Design hfrv_gpio_bank, sky130hd; sources not shown.
Fig. 1: clock wiring as the flow saved it
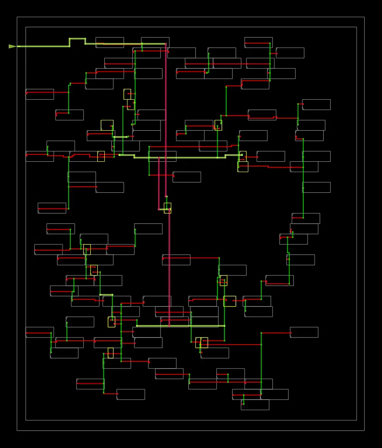
CTS sink count: 93
worst clock skew: 17.5 ps
Clk. pwr: 0.612 mW

Fig. 2: signal metal coverage by tile
The die is cut into 18 by 22 equal tiles; dark blue is low, red is high, scaled to the fullest tile. Values are wire area over tile area, all layers added.
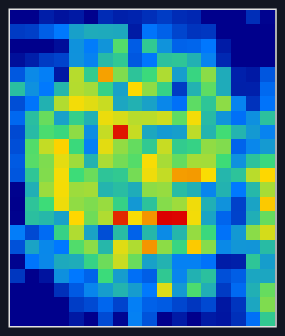
nearly empty tiles: 10%
mean over tiles: 0.17
fullest tile: 0.46
Via Count: 3515
post-DR wirelength/cell: 15.4 microns
Tot GR Track Use: 21.0%
Total Wirelength: 10300 microns

==> flow_summary_export.csv <==
group,metric,value,unit
pwr,ir_worst_vdd,0.304,mV
clock_network,post-cts-setup-buffers,0,
critical_path,critical_path_class,"reg -> out",
placement,dp_cells,656,
logic_synthesis,synth_cell_types,40,
logic_synthesis,yosys_area,0.00439,sq mm
global_routing,grt_max_degree,79,
clock_network,cts_resized,0,
outcome,status,"finished, final reports clean",
timing,drv_slew,0,
clock_network,htreeDepth,3,
route,ant_nets,0,
logic_synthesis,flop_cell,"dfxtp_1",
finish,nets,635,
route,viasPerCell,5.23,
placement,gp_congestion,0.873,
placement,placed_area,0.00529,sq mm
die,rows,38,
timing,relSlewSlack,47.9,%
clock_network,cts.path.max_buffers,2,
die,dieArea,0.00992,sq mm
logic_synthesis,syn_inst,463,
pwr,p_int,1.78,mW
timing,max_freq,491,MHz
clock_network,holdBufCountCts,0,
-- kinds of logic (layout without fill, tap and decap cells) --
kind of cell / Yosys count / after routing / synth area share [%]
simple gates: 193 / 193 / 23.9
flops: 93 / 93 / 42.4
compound gates: 64 / 64 / 12.0
buf+inv: 64 / 130 / 8.90
mux: 46 / 46 / 12.2
fa+ha+maj: 1 / 1 / 0.285
other cells: 1 / 24 / 0.0855
xor+xnor: 1 / 1 / 0.200
-- power by group through the flow --
stage / Sequential [mW] / Combinational (mW) / Clock (mW)
2_1_floorplan: 1.54 / 0.171 / 0
3_3_place_gp: 1.55 / 0.293 / 0
3_5_place_dp: 1.55 / 0.299 / 0
4_1_cts: 1.52 / 0.300 / 0.633
5_1_grt: 1.53 / 0.323 / 0.681
6_report: 1.52 / 0.299 / 0.612
-- metrics by stage --
step | setup TNS, ps | setup WS (ps) | hold WS [ps] | utilization [%]
floorplan | 0 | 627 | 430 | -
global placement | -430 | -61.0 | 440 | 58.9
detailed placement | -23.0 | -16.4 | 443 | 58.9
CTS | 0 | 468 | 292 | 59.9
global route | 0 | 343 | 288 | 59.9
finish | 0 | 514 | 329 | 59.9
-- layout make-up --
| cell class | instances | area (sq um) |
|---|---|---|
| flip-flops and latches | 93 | 1860 |
| fillers | 771 | 3600 |
| repair buffers | 100 | 1010 |
| clock buffers | 9 | 45.0 |
| multi-input cells | 329 | 2220 |
| clock inverters | 7 | 42.5 |
| inverters | 14 | 52.6 |
| well taps | 120 | 150 |
-- metal layers --
layer,GRT usage [%],up-vias,wire length (microns)
met5,0,-,0
met4,6.93,0,144
met3,4.84,10,634
met2,36.6,137,5020
met1,25.8,1636,4540
li1,-,1732,-
No activity file was given, so power comes from the tool's default toggle rates.
